Design panda_risc_v_wbk_arbiter, sky130hd; sources not shown.
Gate families picked out:
(2 px per um)
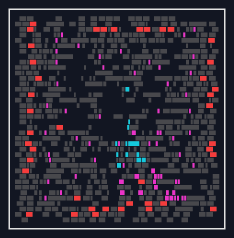
nand cells -> magenta  # cells 64, where widely spread
nor cells -> cyan  # cells 12
mux cells -> red  # cells 42, where widely spread
Commonest Layout Cell: clkdlybuf4s50_1
combinational share of cell area: 28.5%
non-filler instance count after layout: 818

Where the registers sit:
(2 px per um) Other sequential cells in the stronger gray, the rest of the logic in the fainter gray.
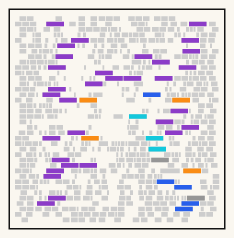
grant_src -> cyan  # flops 3
reg_file_wdata -> purple  # flops 32
reg_file_waddr -> blue  # flops 5, where south-east
retire_inst_id -> orange  # flops 4
final core utilization: 58.1%
sequential power: 0.000613 W
Reg area: 1150 um2
flop share of the area: 18.7%

Pin placement:
(4 px per um) Pins as bars across the die edge, other pins in gray.
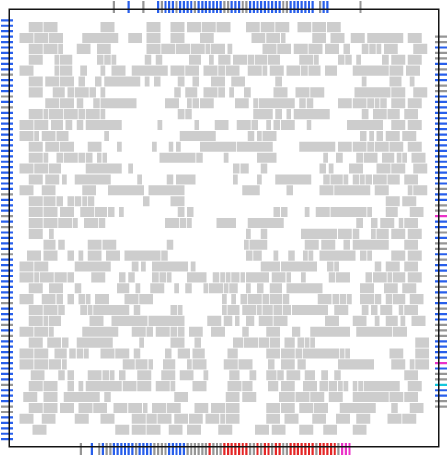
reg_file_waddr -> magenta  # pins 5, direction output, edge 3 south, 2 east
s_wbk_data -> blue  # pins 160, direction input, edge 65 west, 41 east, 37 north, 17 south
retire_valid -> cyan  # pins 1, direction output, edge east
s_wbk_rd_id -> red  # pins 25, direction input, edge south
all pins by edge = 78 west, 71 south, 69 east, 50 north
Die Height: 109 um
Port Buffer Count: 265

Close-up of the layout:
Window x 41 to 66, y 20 to 45 um. Cells in gray, sequential cells in the stronger gray; small squares are vias.
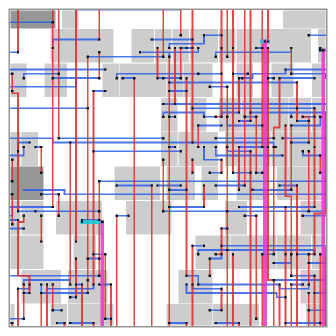
M4 -> magenta
M3 -> cyan
M1 -> blue
M2 -> red
sequential cells in the window = 0
most frequent = clkdlybuf4s50_1 (13), clkbuf_1 (6), a21oi_1 (4)
cells with their middle in the window = 52

Routing congestion map:
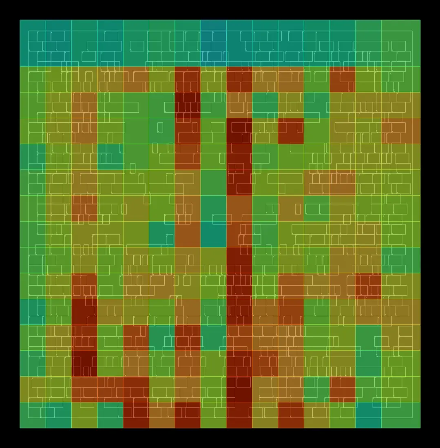
met3 Use GR: 6.87%
WL/cell: 17.3 um
met2 Resource Use GR: 43.8%
global route hottest layer: met2

==> results.txt <==
flow finished, numbers: yosys aoi share=30.1%, Adders+Majority by Area=0%, setup slack, reg-to-reg=2660 ps, Worst setup EP type=primary output, Inverters=40, Flop pwr share=35.0%, WL met3=1300 um, cell taking the most area after synthesis=dfrtp_1, fmax=293 MHz, Largest cell class=non-clock buffers, PD cells=284 nW/um2, Tcrit/Tclk final=97.4%, DRC Markers=0, die width=107 um, YS chip area=3210 um2, Placement Setup Slack=-404 ps, multi-input logic area=1750 um2, Worst path max stage delay=830 ps, Slew Limit Headroom=49.3%, internal power=0.00113 W, final setup fails=0, NonClk Buf Share=46.1%, Avg Cell Area, Syn=7.93 um2, Layout area overhead=91.6%, Post-Route WL=14100 um, largest net degree at the start of global routing=27, initial antenna violation count=0, Placer Congestion=0.821, Post-synth area hogs=dfrtp_1 (36%), mux2i_1 (13%), a221oi_1 (10%), Comb gates=282, Max Used Layer=met4, # Taps=140, core area=10600 um2, Setup crit start kind=input port, clk_lat worst skew=300 ps, CTS buffer count=5, register area share after synthesis=35.8%, # hold bufs at CTS=0, overall power=0.00175 W, CP Data Required Time=2750 ps, Net Count, Synth=622, Max clock buf depth=2, Largest register FFs=32, Fin. Hold Viols=0, Post-synth ARST share=100%, H-tree levels=2, DR iter-0 viols=204, maxcap violations=0, I/O pin count=268, Die Area=11700 um2, global-route wire length before repair=21300 um, WP depth=5, Yosys top cell area share=35.8%, yosys warns=0, CTS tree=yes, Resize count post-CTS=2, layout cells sized above 1=4.13%, outcome=complete, no violations, post-route setup TNS=0 ps, final slew viol count=0, clock sinks=46, clock-net power=0.000339 W, XORs/XNORs by Area=0%, Cell Area, Placed=6060 um2, hold crit path type=in2async, Post CTS Setup Buffer Count=0, FF-to-FF path depth=4, Post-synth top cells=nand2_1 (51), dfrtp_1 (46), a21oi_1 (41), mux2i_1 (41), o21ai_1 (40), Buffers & Inverters on Critical Path=3, setup slack after layout=92.6 ps
Power is estimated from default activity; no workload was simulated.
